$ cat src/rtl/rapcla_pkg.sv
// Shared types and elaboration helpers for the pipelined approximate CLA with
// error correction.
package rapcla_pkg;

    typedef enum logic [0:0] {
        RUN = 1'b0,
        FIX = 1'b1
    } state_e;

    function automatic int calc_ng(input int size, input int groupsize);
        return size / groupsize;
    endfunction

    // Legal when groups tile the word and the window fits strictly inside a group.
    function automatic bit params_ok(input int size, input int groupsize, input int window);
        return (groupsize > 0) && (size % groupsize == 0) && (window >= 1) && (window < groupsize);
    endfunction

endpackage

$ cat src/rtl/rapcla_ec_core.sv
// Combinational core: approximate and exact group-carry adders computed side by
// side from the same operands, plus the mismatch flag.
module rapcla_ec_core
    import rapcla_pkg::*;
#(
    parameter int SIZE      = 16,
    parameter int GROUPSIZE = 8,
    parameter int WINDOW    = 4
) (
    input  logic [SIZE-1:0]           a_i,
    input  logic [SIZE-1:0]           b_i,
    input  logic                      cin_i,
    input  logic [SIZE/GROUPSIZE-1:0] rcon_i,
    output logic [SIZE-1:0]           sum_apx_o,
    output logic                      cout_apx_o,
    output logic [SIZE-1:0]           sum_ex_o,
    output logic                      cout_ex_o,
    output logic                      err_o
);

    localparam int NG = calc_ng(SIZE, GROUPSIZE);

    if (!params_ok(SIZE, GROUPSIZE, WINDOW)) begin : g_bad_params
        $error("rapcla_ec_core: illegal SIZE/GROUPSIZE/WINDOW combination");
    end

    logic [SIZE-1:0] g;
    logic [SIZE-1:0] p;

    assign g = a_i & b_i;
    assign p = a_i ^ b_i;

    always_comb begin
        logic c_apx;
        logic c_ex;
        logic r_apx;
        logic r_ex;
        logic w;
        sum_apx_o = '0;
        sum_ex_o  = '0;
        c_apx     = cin_i;
        c_ex      = cin_i;
        r_apx     = 1'b0;
        r_ex      = 1'b0;
        w         = 1'b0;
        for (int gi = 0; gi < NG; gi++) begin
            r_apx = c_apx;
            r_ex  = c_ex;
            w     = 1'b0;
            for (int k = 0; k < GROUPSIZE; k++) begin
                sum_apx_o[gi*GROUPSIZE+k] = p[gi*GROUPSIZE+k] ^ r_apx;
                r_apx = g[gi*GROUPSIZE+k] | (p[gi*GROUPSIZE+k] & r_apx);
                sum_ex_o[gi*GROUPSIZE+k] = p[gi*GROUPSIZE+k] ^ r_ex;
                r_ex = g[gi*GROUPSIZE+k] | (p[gi*GROUPSIZE+k] & r_ex);
                // Window generate starts from a zero carry at the window's bottom bit.
                if (k >= GROUPSIZE - WINDOW) begin
                    w = g[gi*GROUPSIZE+k] | (p[gi*GROUPSIZE+k] & w);
                end
            end
            c_apx = rcon_i[gi] ? w : r_apx;
            c_ex  = r_ex;
        end
        cout_apx_o = c_apx;
        cout_ex_o  = c_ex;
    end

    assign err_o = ({cout_apx_o, sum_apx_o} != {cout_ex_o, sum_ex_o});

endmodule

$ cat src/rtl/rapcla_pipe_ec.sv
// Two-stage valid/ready pipeline around the approximate adder core, with a
// one-cycle exact-correction bubble and a saturating error counter.
module rapcla_pipe_ec
    import rapcla_pkg::*;
#(
    parameter int SIZE      = 16,
    parameter int GROUPSIZE = 8,
    parameter int WINDOW    = 4,
    parameter int CNT_W     = 16
) (
    input  logic                      clk,
    input  logic                      rst_n,
    input  logic                      in_valid,
    output logic                      in_ready,
    input  logic [SIZE-1:0]           a,
    input  logic [SIZE-1:0]           b,
    input  logic                      cin,
    input  logic [SIZE/GROUPSIZE-1:0] approx_rcon,
    input  logic                      auto_correct,
    output logic                      out_valid,
    input  logic                      out_ready,
    output logic [SIZE-1:0]           sum,
    output logic                      cout,
    output logic                      err_flag,
    output logic                      corrected,
    output logic [CNT_W-1:0]          err_cnt,
    input  logic                      clr_cnt
);

    localparam int NG = calc_ng(SIZE, GROUPSIZE);

    if (!params_ok(SIZE, GROUPSIZE, WINDOW)) begin : g_bad_params
        $error("rapcla_pipe_ec: illegal SIZE/GROUPSIZE/WINDOW combination");
    end

    // Handshake: a transfer happens on a rising edge where valid & ready are both 1;
    // valid never waits on ready, and S2 fields hold while out_valid & !out_ready.
    state_e            state_q, state_d;
    logic              s1_valid_q, s1_valid_d;
    logic [SIZE-1:0]   a_q, b_q;
    logic              cin_q, ac_q;
    logic [NG-1:0]     rcon_q;
    logic              ov_q, ov_d;
    logic [SIZE-1:0]   sum_q, sum_d;
    logic              cout_q, cout_d, err_q, err_d, corr_q, corr_d;
    logic [CNT_W-1:0]  cnt_q, cnt_d;

    logic [SIZE-1:0]   sum_apx, sum_ex;
    logic              cout_apx, cout_ex, core_err;
    logic              s2_can_load, go_fix, s2_load, accept, in_ready_c;

    rapcla_ec_core #(
        .SIZE      (SIZE),
        .GROUPSIZE (GROUPSIZE),
        .WINDOW    (WINDOW)
    ) u_core (
        .a_i        (a_q),
        .b_i        (b_q),
        .cin_i      (cin_q),
        .rcon_i     (rcon_q),
        .sum_apx_o  (sum_apx),
        .cout_apx_o (cout_apx),
        .sum_ex_o   (sum_ex),
        .cout_ex_o  (cout_ex),
        .err_o      (core_err)
    );

    always_comb begin
        s2_can_load = !ov_q | out_ready;
        go_fix      = (state_q == RUN) & s1_valid_q & core_err & ac_q & s2_can_load;
        // During FIX, S2 is always empty because the preceding cycle withheld its load.
        s2_load     = (state_q == FIX) |
                      ((state_q == RUN) & s1_valid_q & s2_can_load & !go_fix);
        state_d     = go_fix ? FIX : RUN;
        in_ready_c  = rst_n & (!s1_valid_q | s2_load) & (state_q == RUN) & !go_fix;
        accept      = in_valid & in_ready_c;
        s1_valid_d  = accept | (s1_valid_q & !s2_load);
        ov_d        = s2_load | (ov_q & !out_ready);
        sum_d       = (state_q == FIX) ? sum_ex  : sum_apx;
        cout_d      = (state_q == FIX) ? cout_ex : cout_apx;
        err_d       = (state_q == FIX) | core_err;
        corr_d      = (state_q == FIX);
        cnt_d       = cnt_q;
        if (clr_cnt) begin
            cnt_d = '0;
        end else if (s2_load && err_d && (cnt_q != {CNT_W{1'b1}})) begin
            cnt_d = cnt_q + 1'b1;
        end
    end

    always_ff @(posedge clk) begin
        if (!rst_n) begin
            state_q    <= RUN;
            s1_valid_q <= 1'b0;
            a_q        <= '0;
            b_q        <= '0;
            cin_q      <= 1'b0;
            rcon_q     <= '0;
            ac_q       <= 1'b0;
            ov_q       <= 1'b0;
            sum_q      <= '0;
            cout_q     <= 1'b0;
            err_q      <= 1'b0;
            corr_q     <= 1'b0;
            cnt_q      <= '0;
        end else begin
            state_q    <= state_d;
            s1_valid_q <= s1_valid_d;
            ov_q       <= ov_d;
            cnt_q      <= cnt_d;
            if (accept) begin
                a_q    <= a;
                b_q    <= b;
                cin_q  <= cin;
                rcon_q <= approx_rcon;
                ac_q   <= auto_correct;
            end
            if (s2_load) begin
                sum_q  <= sum_d;
                cout_q <= cout_d;
                err_q  <= err_d;
                corr_q <= corr_d;
            end
        end
    end

    assign in_ready  = in_ready_c;
    assign out_valid = ov_q;
    assign sum       = sum_q;
    assign cout      = cout_q;
    assign err_flag  = err_q;
    assign corrected = corr_q;
    assign err_cnt   = cnt_q;

endmodule
$ cat config.mk
export PLATFORM = sky130hd
export DESIGN_NAME = rapcla_pipe_ec
export DESIGN_NICKNAME = d
export VERILOG_FILES = /design/src/rtl/rapcla_pkg.sv /design/src/rtl/rapcla_ec_core.sv /design/src/rtl/rapcla_pipe_ec.sv
export SDC_FILE = /design/constraint.sdc
export NUM_CORES = 1
export LEC_CHECK = 0
export CORE_MARGIN = 2
export CORE_UTILIZATION = 46
export CTS_BUF_LIST = sky130_fd_sc_hd__clkbuf_8
export DETAILED_ROUTE_END_ITERATION = 16
export HOLD_SLACK_MARGIN = 0.06
export PLACE_DENSITY_LB_ADDON = 0.25
export SYNTH_ARGS = -nofsm -noshare
export SYNTH_HDL_FRONTEND = slang
export SYNTH_SLANG_ARGS = --single-unit
$ cat constraint.sdc
create_clock -name clk -period 17.5 [get_ports clk]
set_clock_uncertainty 0.05 [all_clocks]
set_input_delay 2.625 -clock clk [delete_from_list [all_inputs] [get_ports clk]]
set_output_delay 2.625 -clock clk [all_outputs]
set_load 0.02 [all_outputs]
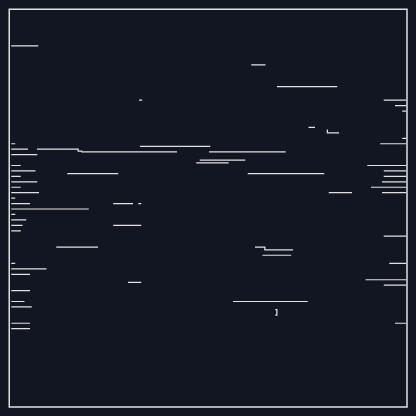
*Metal 3, run 1*
(4 px per µm)
nets with wire on the layer = 51
share of all routed wire = 4.3%
longest straight run = 23.7 µm
wire length on this layer = 404 µm

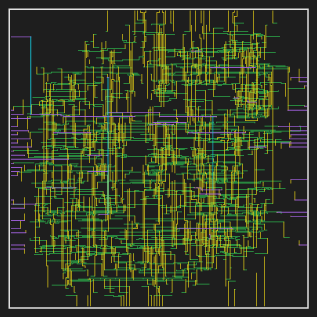
*Signal wires by layer, run 1*
(3 px per µm)
yellow -> metal 2  # wire length 4480 µm
cyan -> metal 4  # wire length 95.9 µm
green -> metal 1  # wire length 4410 µm
purple -> metal 3  # wire length 404 µm

==> deck_impl_summary.md, run 1 <==
Key Metrics from the Run

STA
  – Final Hold Fails: 0
  – Tightest Pin Transition: about 1100 ps
  – Setup TNS: 0 ps
  – Slew HR: between 20% and 30%
  – WHS: 409 ps
  – Final worst slack: 6940 ps
  – FMAX: about 95 MHz
  – Final period utilization: 60.4%
  – RSZ-0062 raised after global routing: false

Yosys
  – Simple Share, Synth: approximately 20%
  – Synth cell count leaders: dfxtp_1 (74), nand2_1 (68), nand3_1 (45)
  – Seq share, synth: ~36%
  – Syn. warnings: 0
  – Dominant cell area share: ~36%
  – Distinct lib cells: 52
  – Yosys aoi share: 19.7%
  – Top logic family: simple AND/OR/NAND/NOR gates
  – Adder share: about 14%
  – Mux area share: under 10%
  – Post-Syn Area per Cell: slightly below 9 µm²
  – Mapped Cells: roughly 470
  – Asr flop ratio synth: 0%
  – Ys flops: 74
  – Most numerous cell in the Yosys netlist: dfxtp_1
  – Top cells by area: dfxtp_1 (36%), fa_1 (11%), nand2_1 (6.1%)
  – XORs/XNORs by Area: roughly 2.1%

Power
  – Power Total: ~0.44 mW
  – Clock power frac: approximately a third
  – Power in the clock group: between 0.1 and 0.15 mW
  – Logic pwr share: between 20% and 30%
  – Int Power: between 0.3 and 0.4 mW
  – Power Density: 85.0 mW/mm²
  – Total sequential power: 0.191 mW
  – Combinational power: 0.103 mW

Clock tree
  – CTS sink count: between 70 and 80
  – TritonCTS clock tree: built
  – Max clock buf depth: 2
  – Resize count post-CTS: 0
  – H-tree depth: 3
  – Setup bufs post-CTS: 0
  – Hold_buf cts: 0

Hold path
  – Hold Path Stages: 2
  – Worst Hold End: sum[0]
  – Hold WC Path Type: reg -> reg

Route
  – Routed vias: between 3000 and 4000
  – Vias/cell: 5.49
  – 1st-iter DRT viols: between 100 and 150
  – Drt total wl: 9380 µm
  – Top layer reached by signal wires: met4

Global route
  – Met3 usage: 3.19%
  – GR Util All Layers: approximately a fifth
  – M2 GR Usage: between 30% and 40%
  – First-pass GRT wire length: 15600 µm
  – Initial antenna violation count: 0
  – Vias in the first global route: roughly 3400
  – Pin count of the biggest net entering global routing: 72

Critical path
  – Reg-to-reg endpoint: cin_q
  – Required @ worst endpoint: 14830 ps
  – Crit path capture type: primary output
  – R2R Setup Slk: a little over 9000 ps
  – R2R depth: 24
  – Crit-path most repeated cell: fa_1
  – Launch point of the worst path: a_q[0]

Layout
  – Sequential share of cell area: between 20% and 30%
  – Most frequent cells in the layout: clkdlybuf4s50_1 (76), dfxtp_1 (74), nand2_1 (68), nand3_1 (45), o21ai_2 (29)
  – Design area: 0.00513 mm²
  – Non-clk invs: 23
  – Post-route insts no fill: 640
  – Final core utilization: around three fifths
  – Logic area: around 0.0024 mm²
  – Bufs w/o clock: around 80
  – Comb_multi_in: around 340
  – Final-stage net count: around 600
  – Area Overhead vs Synth: 23.4%
  – Dominant kind of cell by area: multi-input combinational cells
  – Fraction of layout cells with a size suffix above 1: approximately a tenth
  – # clk buffers: 11

Place
  – Placed Area: about 0.0049 mm²
  – Pre-CTS setup slack: roughly 7400 ps
  – HPWL after detailed placement: 6770 µm

Outcome
  – Status: completed

Die
  – I/O pin total: roughly 80
  – Die ar.: between 0.009 and 0.01 mm²
  – Pre-Place Util: 47.7%
  – N_taps: around 110
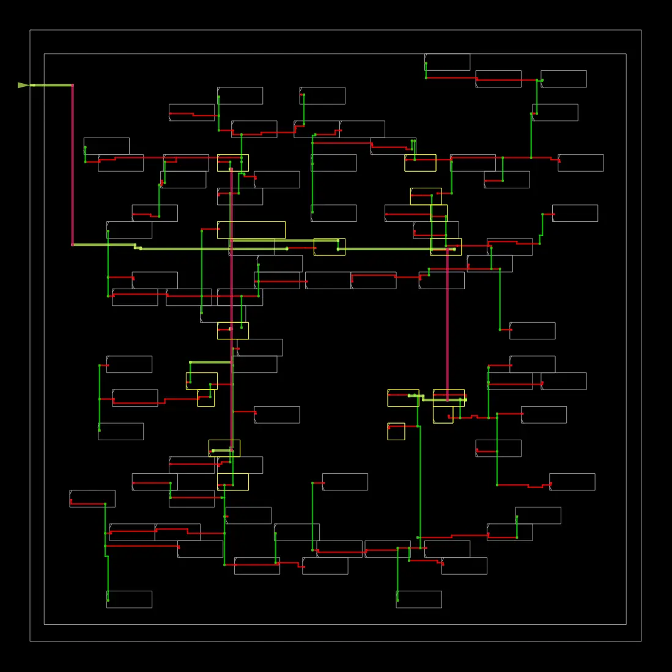
*Clock routing, run 1*
number of buffers created by CTS: 9
clk_lat worst skew: 350 ps
flop count: 74

==> run 2, diff against run 1 <==
==> constraint.sdc (replaced) <==
create_clock -name clk -period 8.8 [get_ports clk]
set_clock_uncertainty 0.05 [all_clocks]
set_input_delay 1.32 -clock clk [delete_from_list [all_inputs] [get_ports clk]]
set_output_delay 1.32 -clock clk [all_outputs]
set_load 0.02 [all_outputs]
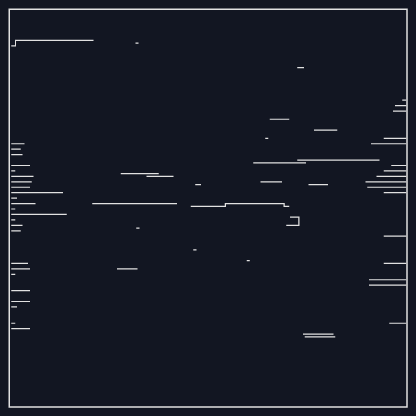
*Metal 3, run 2*
(4 px per µm)
wire length on this layer = 350 µm
longest straight run = 20.9 µm
nets with wire on the layer = 53
main direction = horizontal
share of all routed wire = 3.8%

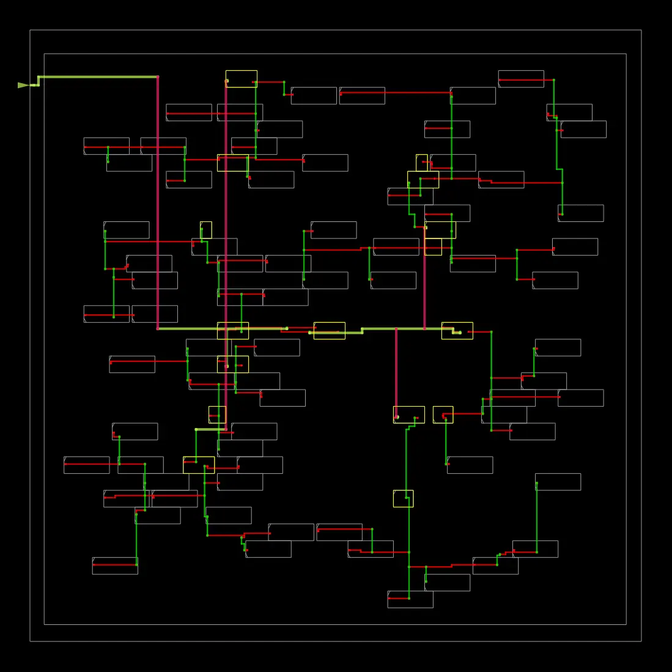
*Clock routing, run 2*
# clk buffers: 10
power in the clock group: 0.240 mW
CTS sink count: 74

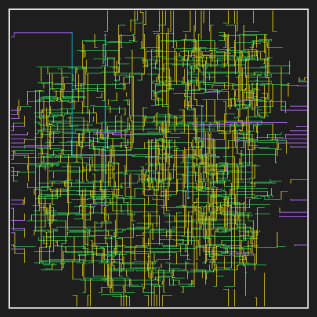
*Signal wires by layer, run 2*
(3 px per µm)
cyan -> metal 4  # wire length 144 µm
purple -> metal 3  # wire length 350 µm
yellow -> metal 2  # wire length 4220 µm
green -> metal 1  # wire length 4540 µm

==> deck_impl_summary.md, run 2 <==
Key Metrics from the Run

Critical path
  – R2R depth: 25 (+4.2%)
  – Launch point of the worst path: a_q[0]
  – Crit path capture type: primary output

Yosys
  – Asr flop ratio synth: 0% (unchanged)
  – Post-Syn Area per Cell: 8.88 µm² (unchanged)
  – Top logic family: simple AND/OR/NAND/NOR gates
  – Distinct lib cells: 52 (unchanged)
  – Top cells by area: dfxtp_1 (36%), fa_1 (11%), nand2_1 (6.1%)
  – Yosys aoi share: 19.7% (unchanged)

STA
  – WHS: 411 ps (+1.60 ps)
  – Slew HR: 52.6% (+27 points)
  – RSZ-0062 raised after global routing: false
  – FMAX: between 100 and 150 MHz
  – Setup TNS: 0 ps (unchanged)
  – Final Hold Fails: 0 (unchanged)

Layout
  – Sequential share of cell area: 28.8% (-0.042 points)
  – Non-clk invs: 23 (unchanged)
  – Area Overhead vs Synth: 23.6%
  – Comb_multi_in: 340 (unchanged)
  – Bufs w/o clock: 83 (+5.1%)
  – Final core utilization: 58.9% (+0.086 points)
  – Logic area: 0.00245 mm² (+0.62%)
  – Dominant kind of cell by area: multi-input combinational cells
  – Final-stage net count: 604 (+0.67%)
  – Fraction of layout cells with a size suffix above 1: 12.3% (+1.8 points)
  – Most frequent cells in the layout: clkdlybuf4s50_1 (75), dfxtp_1 (74), nand2_1 (68), nand3_1 (45), o21ai_2 (29)

Global route
  – GR Util All Layers: 19.5% (+0.11 points)
  – Initial antenna violation count: 0 (unchanged)
  – Met3 usage: 3.12% (-0.071 points)
  – Pin count of the biggest net entering global routing: 72 (unchanged)
  – Vias in the first global route: 3368 (-0.59%)
  – M2 GR Usage: 30.4% (-1.7 points)

Clock tree
  – TritonCTS clock tree: built
  – H-tree depth: 3 (unchanged)
  – Number of buffers created by CTS: 9 (unchanged)

Place
  – HPWL after detailed placement: 6600 µm (-2.6%)
  – Pre-CTS setup slack: 277 ps (-7110 ps)

Die
  – I/O pin total: 78 (unchanged)
  – N_taps: 108 (unchanged)
  – Die ar.: 0.00981 mm² (unchanged)

Power
  – Logic pwr share: 25.2% (+1.5 points)
  – Int Power: 0.565 mW (+87%)

Outcome
  – Status: completed

Route
  – Top layer reached by signal wires: met4
Power figures rest on the tool's default switching activity, not on a simulated workload.
